**Run 1: register map, names as in the netlist**

(1.5 px per um)
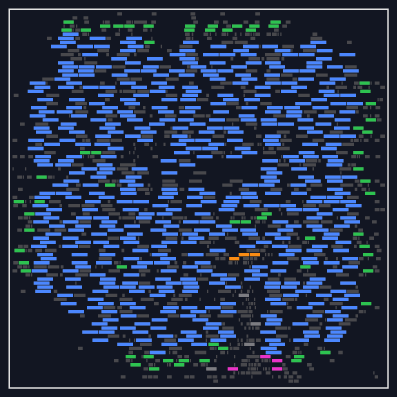
**Run 1: clock routing**

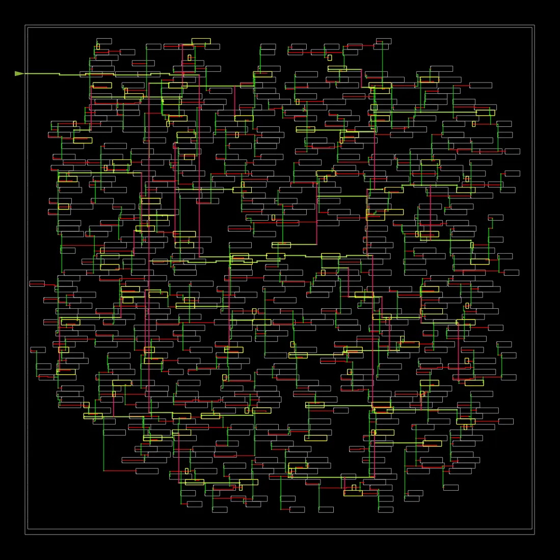
**Run 1: supply network**

(1.5 px per um) Pins as bars on the die edge.
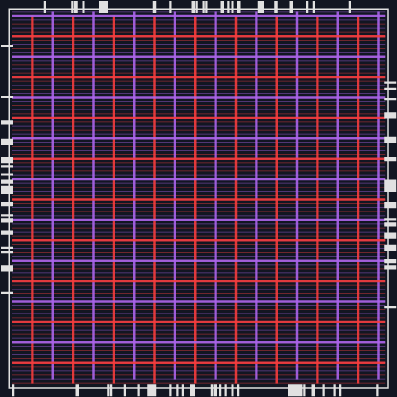
**Run 1: cell density map**

(1.5 px per um) 25 x 25 tiles, from black (low) to pale yellow (high), 0 to 100% covered.
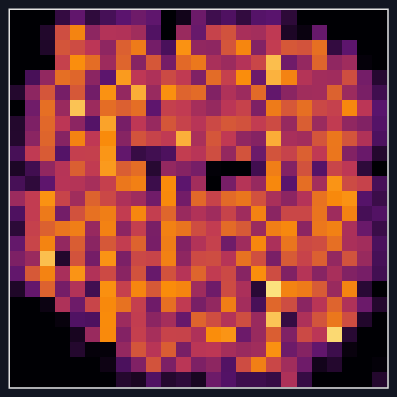
**config.mk**
```make
export PLATFORM = sky130hd
export DESIGN_NAME = sync_fifo_param
export DESIGN_NICKNAME = d
export VERILOG_FILES = /design/src/rtl/fifo_pkg.sv /design/src/rtl/fifo_sdp_ram.sv /design/src/rtl/sync_fifo_param.sv
export SDC_FILE = /design/constraint.sdc
export NUM_CORES = 1
export LEC_CHECK = 0
export CAP_MARGIN = 25
export CORE_UTILIZATION = 35
export DETAILED_ROUTE_END_ITERATION = 10
export GPL_ROUTABILITY_DRIVEN = 1
export GPL_TIMING_DRIVEN = 0
export PLACE_DENSITY_LB_ADDON = 0.15
export RECOVER_POWER = 100
export SYNTH_ARGS = -nofsm -noshare
export SYNTH_HDL_FRONTEND = slang
export SYNTH_SLANG_ARGS = --single-unit
```
**constraint.sdc**
```tcl
create_clock -name clk -period 7.06 [get_ports clk]
set_clock_uncertainty 0.05 [all_clocks]
set_input_delay 0.706 -clock clk [delete_from_list [all_inputs] [get_ports clk]]
set_output_delay 0.706 -clock clk [all_outputs]
set_load 0.03 [all_outputs]
```
**src/rtl/fifo_pkg.sv**
```systemverilog
// Shared types and constants for the single-clock FIFO family.
// Holds defaults, count-width helper and the upstream status bundle.
package fifo_pkg;

  localparam int DEF_DATA_WIDTH = 64;
  localparam int DEF_ADDR_WIDTH = 3;

  function automatic int cnt_width(input int depth);
    return $clog2(depth + 1);
  endfunction

  typedef struct packed {
    logic empty;
    logic full;
    logic almost_empty;
    logic almost_full;
  } fifo_status_t;

endpackage

```
**src/rtl/fifo_sdp_ram.sv**
```systemverilog
// Simple dual-port RAM: synchronous write, registered read port.
// Read register resets to zero and holds when no read is issued.
module fifo_sdp_ram #(
  parameter int DATA_WIDTH = 64,
  parameter int ADDR_WIDTH = 3
) (
  input  logic                  clk,
  input  logic                  rst,
  input  logic                  we,
  input  logic [ADDR_WIDTH-1:0] waddr,
  input  logic [DATA_WIDTH-1:0] wdata,
  input  logic                  re,
  input  logic [ADDR_WIDTH-1:0] raddr,
  output logic [DATA_WIDTH-1:0] rdata
);

  localparam int DEPTH = 1 << ADDR_WIDTH;

  logic [DATA_WIDTH-1:0] mem [DEPTH];

  // storage array write, never cleared
  always_ff @(posedge clk) begin
    if (we) mem[waddr] <= wdata;
  end

  // registered read port
  always_ff @(posedge clk) begin
    if (rst)     rdata <= '0;
    else if (re) rdata <= mem[raddr];
  end

endmodule

```
**src/rtl/sync_fifo_param.sv**
```systemverilog
// Single-clock parametrised FIFO with count and threshold flags.
// Sticky overflow/underflow built only with SYNC_FIFO_ERR_FLAG_EN.
module sync_fifo_param
  import fifo_pkg::*;
#(
  parameter int DATA_WIDTH = DEF_DATA_WIDTH,
  parameter int ADDR_WIDTH = DEF_ADDR_WIDTH,
  parameter int AF_THRESH  = (1 << ADDR_WIDTH) - 2,
  parameter int AE_THRESH  = 2
) (
  input  logic                  clk,
  input  logic                  rst,
  input  logic [DATA_WIDTH-1:0] wdata,
  input  logic                  wdata_vld,
  input  logic                  rdata_en,
  output logic [DATA_WIDTH-1:0] rdata,
  output logic                  rdata_vld,
  output logic                  empty,
  output logic                  full,
  output logic                  almost_empty,
  output logic                  almost_full,
  output logic [ADDR_WIDTH:0]   count,
  input  logic                  err_clr,
  output logic                  overflow,
  output logic                  underflow
);

  localparam int DEPTH = 1 << ADDR_WIDTH;
  localparam int PW    = ADDR_WIDTH + 1;
  localparam int CW    = cnt_width(DEPTH);

  localparam logic [CW-1:0] FULL_C = CW'(DEPTH);
  localparam logic [CW-1:0] AF_T   = CW'(AF_THRESH);
  localparam logic [CW-1:0] AE_T   = CW'(AE_THRESH);

  logic [PW-1:0] wptr;
  logic [PW-1:0] rptr;
  logic [CW-1:0] cnt_q;
  logic          wr_acc;
  logic          rd_acc;
  fifo_status_t  st;
  logic          unused_ptr_msb;

  assign st.empty        = (cnt_q == '0);
  assign st.full         = (cnt_q == FULL_C);
  assign st.almost_empty = (cnt_q <= AE_T);
  assign st.almost_full  = (cnt_q >= AF_T);

  assign empty        = st.empty;
  assign full         = st.full;
  assign almost_empty = st.almost_empty;
  assign almost_full  = st.almost_full;
  assign count        = cnt_q;

  assign wr_acc = wdata_vld & ~st.full  & ~rst;
  assign rd_acc = rdata_en  & ~st.empty & ~rst;

  assign unused_ptr_msb = wptr[PW-1] ^ rptr[PW-1];

  fifo_sdp_ram #(
    .DATA_WIDTH (DATA_WIDTH),
    .ADDR_WIDTH (ADDR_WIDTH)
  ) u_ram (
    .clk   (clk),
    .rst   (rst),
    .we    (wr_acc),
    .waddr (wptr[ADDR_WIDTH-1:0]),
    .wdata (wdata),
    .re    (rd_acc),
    .raddr (rptr[ADDR_WIDTH-1:0]),
    .rdata (rdata)
  );

  // pointers advance on accepted requests and wrap at 2*DEPTH
  always_ff @(posedge clk) begin
    if (rst) begin
      wptr <= '0;
      rptr <= '0;
    end else begin
      if (wr_acc) wptr <= wptr + PW'(1);
      if (rd_acc) rptr <= rptr + PW'(1);
    end
  end

  // occupancy and read-valid strobe
  always_ff @(posedge clk) begin
    if (rst) begin
      cnt_q     <= '0;
      rdata_vld <= 1'b0;
    end else begin
      rdata_vld <= rd_acc;
      unique case ({wr_acc, rd_acc})
        2'b10:   cnt_q <= cnt_q + CW'(1);
        2'b01:   cnt_q <= cnt_q - CW'(1);
        default: cnt_q <= cnt_q;
      endcase
    end
  end

`ifdef SYNC_FIFO_ERR_FLAG_EN
  logic ovf_q;
  logic udf_q;

  assign overflow  = ovf_q;
  assign underflow = udf_q;

  // sticky error flags; a new error beats a same-cycle clear
  always_ff @(posedge clk) begin
    if (rst) begin
      ovf_q <= 1'b0;
      udf_q <= 1'b0;
    end else begin
      if (wdata_vld & st.full) ovf_q <= 1'b1;
      else if (err_clr)        ovf_q <= 1'b0;
      if (rdata_en & st.empty) udf_q <= 1'b1;
      else if (err_clr)        udf_q <= 1'b0;
    end
  end
`else
  logic unused_err_clr;

  assign unused_err_clr = err_clr;
  assign overflow       = 1'b0;
  assign underflow      = 1'b0;
`endif

endmodule
```
==> reports/metrics.csv, run 1 <==
stage,metric,value,unit
outcome,outcome,"complete, but fails checks",
final_timing,finalCriticalPeriod,4.82,ns
global_routing,grt_pass1_vias,11171,
synth,top_cells_by_area,"edfxtp_1 71%, mux4_2 13%, dfxtp_1 6.9%",
outcome,violations,"capacitance limit, slew limit",
hold_path,whs_endpoint,u_ram.rdata[0]$_SDFFE_PP0P_,
setup_path,crit_required,7.18,ns
synth,yosys-stat-area,21800,um^2
synth,ys_cells,1034,
floorplanning,core,61600,um^2
power,pwr_density_cell,309,nW/um^2
floorplanning,boundaryPins,144,
clock_tree,hold_buffers,0,
routing,wl,50.0,mm
floorplanning,die-area,63200,um^2
final_timing,drv_slew,127,
routing,route.detailed.wl_per_inst,23.1,um
run,drv_cap,6,
run,tool_warnings,27,
floorplanning,fp_util,35.4,%
setup_path,reg2reg_depth,6,
synth,ys_seq_share,77.5,%
clock_tree,post_cts_buffers,0,
routing,dr.pass1.iters,4,
hold_path,holdCritStartpoint,u_ram.rdata[0]$_SDFFE_PP0P_,
synth,synth_area_per_cell,21.1,um^2
routing,viasPerCell,4.91,
global_routing,grtUsageTotal,16.0,%
synth,flop_cell,edfxtp_1,
final_timing,slew_headroom,-62.5,%
synth,async_flop_share,0,%
finish,fillers,5416,
final_timing,tightest_slew,2.43,ns
routing,vias,10641,
power,ir_drop,0.166,mV
Back to the opening pictures, 'register map, names as in the netlist':
`u_ram.rdata` -> green  # placed flops 64, where widely spread
`count` -> magenta  # placed flops 4
`u_ram.mem` -> blue  # placed flops 512, where widely spread
`rptr` -> orange  # placed flops 3
not coloured = 4

Back to the opening pictures, 'clock routing':
clk sinks: 587
P_clk: 3420 uW
Late-Pin Clk Latency: 0.59 ns

Back to the opening pictures, 'supply network':
VDD -> purple
VSS -> red
met1 rails = 92
met5 straps = 18
met4 straps = 18
rows = 91

Back to the opening pictures, 'cell density map':
nearly empty tiles = 12%
emptiest ninth of the die = south-west
fullest tile = 94%
mean over tiles = 40%

## run 1: flip-flops by register name (all words and copies together), names as in the netlist
register	flops
rdata_vld	1
u_ram.rdata	64
wptr	3
rptr	3
count	4
u_ram.mem	512
## run 1: power by group
group          internal, uW  total (uW)  switching (uW)  leakage, uW
Sequential             3870        3920            47.4      0.00524
Clock                  2080        3420            1340      0.00107
Combinational           374         887             513      0.00223
Total                  6320        8220            1900      0.00854
## run 1: worst max-delay path by stage
stage | from | endpoint | cells after the start
floorplan | count[1]$_SDFFE_PP0P_ | u_ram.mem[0][0]$_DFFE_PP_ | 4
global placement | rst | u_ram.mem[0][14]$_DFFE_PP_ | 3
detailed placement | rdata_en | count[3]$_SDFFE_PP0P_ | 12
CTS | count[3]$_SDFFE_PP0P_ | full | 3
global route | count[1]$_SDFFE_PP0P_ | u_ram.mem[2][14]$_DFFE_PP_ | 6
finish | rst | u_ram.mem[2][51]$_DFFE_PP_ | 6
## run 1: layout make-up
type,count,area [um^2],share of cell area (%)
sequential,587,16900,63.4
buffer,61,325,1.22
clock inverter,26,253,0.949
antenna,2,5.00,0.0188
clock buffer,94,1920,7.22
inverter,4,15.0,0.0564
multi-input combinational,383,4560,17.1
timing repair buffer,174,1630,6.11
tap,837,1050,3.93
## run 1: metal layers
| metal | routed length (um) | part of all wire, % | track usage [%] |
|---|---|---|---|
| met3 | 2410 | 4.8 | 3.62 |
| met5 | 80 | 0.16 | 0 |
| met4 | 969 | 1.9 | 4.76 |
| met1 | 21900 | 44 | 21.3 |
| met2 | 24700 | 49 | 26.4 |
## run 1: worst max-delay path, cell delays in order
cell and delay [ns]:
clkbuf_1 0.08, clkbuf_1 0.43, or3_2 0.68, nor2_1 1.00
clkbuf_1 0.77, clkbuf_1 1.20
## run 1: cells by family (layout without fill, tap and decap cells)
kind of cell / count (synthesis) / after routing / share of synthesized area, %
AND-OR/OR-AND: 76 / 76 / 2.18
XOR/XNOR: 5 / 5 / 0.201
adder cells (fa/ha/maj): 6 / 6 / 0.379
buffers and inverters: 65 / 359 / 1.61
flip-flops: 587 / 587 / 77.5
multiplexers: 129 / 129 / 13.3
other: 1 / 4 / 0.0172
AND/OR/NAND/NOR: 165 / 165 / 4.84
## run 1: stage by stage
stage	hold slack [ns]	area, um^2	setup slack (ns)
2_1_floorplan	0.430	21800	0.689
3_3_place_gp	0.430	24200	-5.06
3_5_place_dp	0.437	24800	3.23
4_1_cts	0.449	27000	3.74
5_1_grt	0.479	26600	1.88
6_report	0.437	26600	2.24
## run 1: cells in the final DEF, fill, tap and decap left out, types with 17 or more instances in the layout
| cell type | Yosys | final |
|---|---|---|
| clkbuf_16 | 0 | 71 |
| nor2_1 | 79 | 79 |
| clkbuf_1 | 26 | 76 |
| mux4_2 | 128 | 128 |
| edfxtp_1 | 512 | 512 |
| buf_2 | 20 | 17 |
| nor3_2 | 60 | 60 |
| o22ai_1 | 64 | 64 |
| dfxtp_1 | 75 | 75 |
| dlygate4sd3_1 | 0 | 137 |
==> run 2, diff against run 1 <==
- clock period: 7.06 -> 3.9 ns (I/O delays scaled with it)
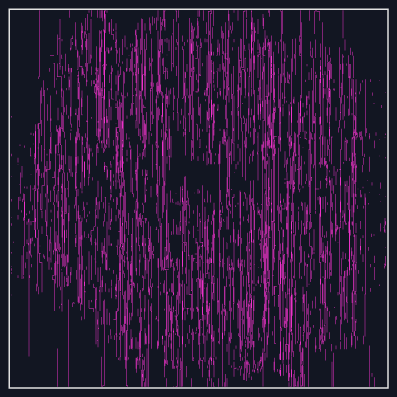
**Above:** run 2 (met2 routing).
(1.5 px per um)
longest straight run = 133 um
nets with wire on the layer = 1,184
wire length on this layer = 24.4 mm
share of all routed wire = 49%
main direction = vertical

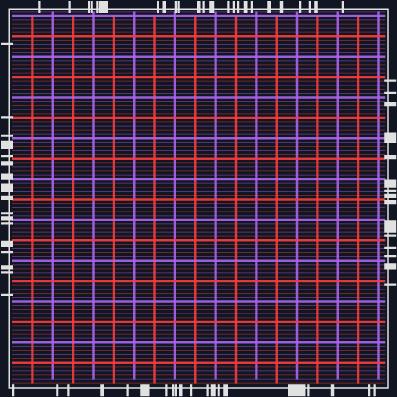
**Above:** run 2 (supply network).
(1.5 px per um) Pins as bars on the die edge.
VSS -> red
VDD -> purple
met5 straps = 18
rows = 91

==> run 2 against run 1 <==
Net effect:
- die area did not move
- global-route usage rose by 0.19 points
- hold slack got worse by 0.028 ns
- the flow still finishes with violations (capacitance limit, slew limit)
==> reports/metrics.csv, run 2 <==
stage,metric,value,unit,change
outcome,outcome,"complete, but fails checks",,
outcome,violations,"capacitance limit, slew limit",,
setup_path,slowest_delay,0.77,ns,-0.43 ns
finish,top_register,u_ram.mem,,
setup_path,startpoint,count[1]$_SDFFE_PP0P_,,
hold_path,whs_endpoint,wptr[1]$_SDFFE_PP0P_,,
finish,final_area,26800,um^2,+0.62%
routing,drc,0,,
floorplanning,fp_util,35.4,%,unchanged
clock_tree,hold_buffers,0,,unchanged
setup_path,critPathBufInv,1,,-3
routing,met1_length,22.5,mm,+3.1%
final_timing,hold_viol,0,,
finish,largest_register_ffs,512,,unchanged
place,placed_area,24900,um^2,+0.21%
synth,flop_cell,edfxtp_1,,
final_timing,drv_slew,26,,-80%
synth,top_cells_by_area,"edfxtp_1 71%, mux4_2 13%, dfxtp_1 6.9%",,
setup_path,cp.depth,5,,-1
setup_path,crit_path_top_delay_cell,clkbuf_2,,
final_timing,finalCriticalPeriod,3.35,ns,
run,drv_cap,2,,-4
floorplanning,boundaryPins,144,,unchanged
power,ir_drop,0.365,mV,+120%
setup_path,crit_path_max_fanout,23,,
synth,synth_area_per_cell,21.1,um^2,unchanged
routing,dr.pass1.iters,5,,+1
clock_tree,worstSkewPairLatency,0.61,ns,+0.02 ns
floorplanning,fp.dieH,251,um,
routing,vias,10578,,-0.59%
routing,wl_met3,2.41,mm,+0.33%
final_timing,slew_headroom,-6.24,%,+56 points
routing,route.met2.wl,24.4,mm,-1.2%
global_routing,grtUsageTotal,16.2,%,+0.19 points
setup_path,reg2reg_depth,5,,-1
setup_path,path_cells,or4b_2 -> nand2_1 -> or3_2 -> nor2_1 -> clkbuf_2,,
finish,final_layout_top_logic_cells,"512 x edfxtp_1, 137 x dlygate4sd3_1, 128 x mux4_2",,
routing,wl,50.3,mm,+0.62%
setup_path,crit_required,4.08,ns,-3.10 ns
routing,viasPerCell,4.91,,about the same
final_timing,tightest_slew,1.59,ns,-0.837 ns
hold_path,holdCritStartpoint,wdata_vld,,
clock_tree,clock-sinks,587,,unchanged
power,pwr_density_cell,547,nW/um^2,+77%
finish,layout.cells.most_common,edfxtp_1,,
synth,ys_seq_share,77.5,%,unchanged
place,pre_cts_slack,0.362,ns,-2.87 ns
setup_path,cpLargestDelayFamily,simple AND/OR/NAND/NOR gates,,
run,tool_warnings,28,,+3.7%
synth,yosys-stat-area,21800,um^2,unchanged
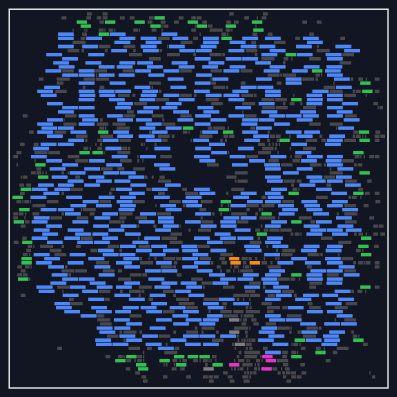
**Above:** run 2 (register map, names as in the netlist).
(1.5 px per um)
`rptr` -> orange  # placed flops 3
`count` -> magenta  # placed flops 4
`u_ram.rdata` -> green  # placed flops 64, where widely spread
`u_ram.mem` -> blue  # placed flops 512, where widely spread
not coloured = 4

## run 2: report_power, final
part	internal, uW	switching (uW)	total (uW)
Sequential	7000	89.4	7090
Combinational	696	935	1630
Clock	3590	2350	5940
Total	11300	3380	14700
## run 2: worst max-delay path by stage
stage	end	slack [ns]
finish	u_ram.mem[4][13]$_DFFE_PP_	0.55
global route	u_ram.mem[1][60]$_DFFE_PP_	0.25
CTS	count[3]$_SDFFE_PP0P_	0.67
detailed placement	count[3]$_SDFFE_PP0P_	0.36
global placement	u_ram.mem[2][16]$_DFFE_PP_	-4.18
floorplan	u_ram.mem[2][0]$_DFFE_PP_	-0.74
## run 2: layer usage
layer / GRT usage, % / up-vias
li1: - / 4723
met1: 22.1 / 5524
met2: 26.6 / 227
met3: 3.59 / 88
met4: 3.89 / 16
met5: 0 / -
## run 2: cell families (layout without fill, tap and decap cells)
kind of cell / count (synthesis) / count (layout) / synth area share (%)
AND/OR/NAND/NOR: 165 / 165 / 4.84
buffers and inverters: 65 / 347 / 1.61
flip-flops: 587 / 587 / 77.5
adder cells (fa/ha/maj): 6 / 6 / 0.379
multiplexers: 129 / 129 / 13.3
other: 1 / 4 / 0.0172
XOR/XNOR: 5 / 5 / 0.201
AND-OR/OR-AND: 76 / 76 / 2.18
## run 2: per-stage QoR
stage | TNS (ns) | std cells | hold slack [ns] | total power [uW] | util (%)
2_1_floorplan | -173.92 | 1035 | 0.430 | 8290 | -
3_3_place_gp | -1434.60 | 2011 | 0.433 | 8930 | 39.4
3_5_place_dp | 0 | 2038 | 0.437 | 8980 | 40.4
4_1_cts | 0 | 2154 | 0.360 | 15000 | 43.8
5_1_grt | 0 | 2154 | 0.385 | 15200 | 43.5
6_report | 0 | 2156 | 0.409 | 14700 | 43.5
## run 2: cell type report
cell class / instances / area [um^2]
timing repair buffer: 166 / 1850
fill: 5344 / 34800
clock inverter: 25 / 278
tap: 837 / 1050
multi-input combinational: 383 / 4580
antenna: 2 / 5.00
clock buffer: 91 / 1810
inverter: 4 / 15.0
buffer: 61 / 334
sequential: 587 / 16900
## run 2: worst min-delay path: stages
cell             delay [ns]
clkdlybuf4s50_1        0.46
nand3_1                0.11
a21oi_1                0.06
Power figures rest on the tool's default switching activity, not on a simulated workload.
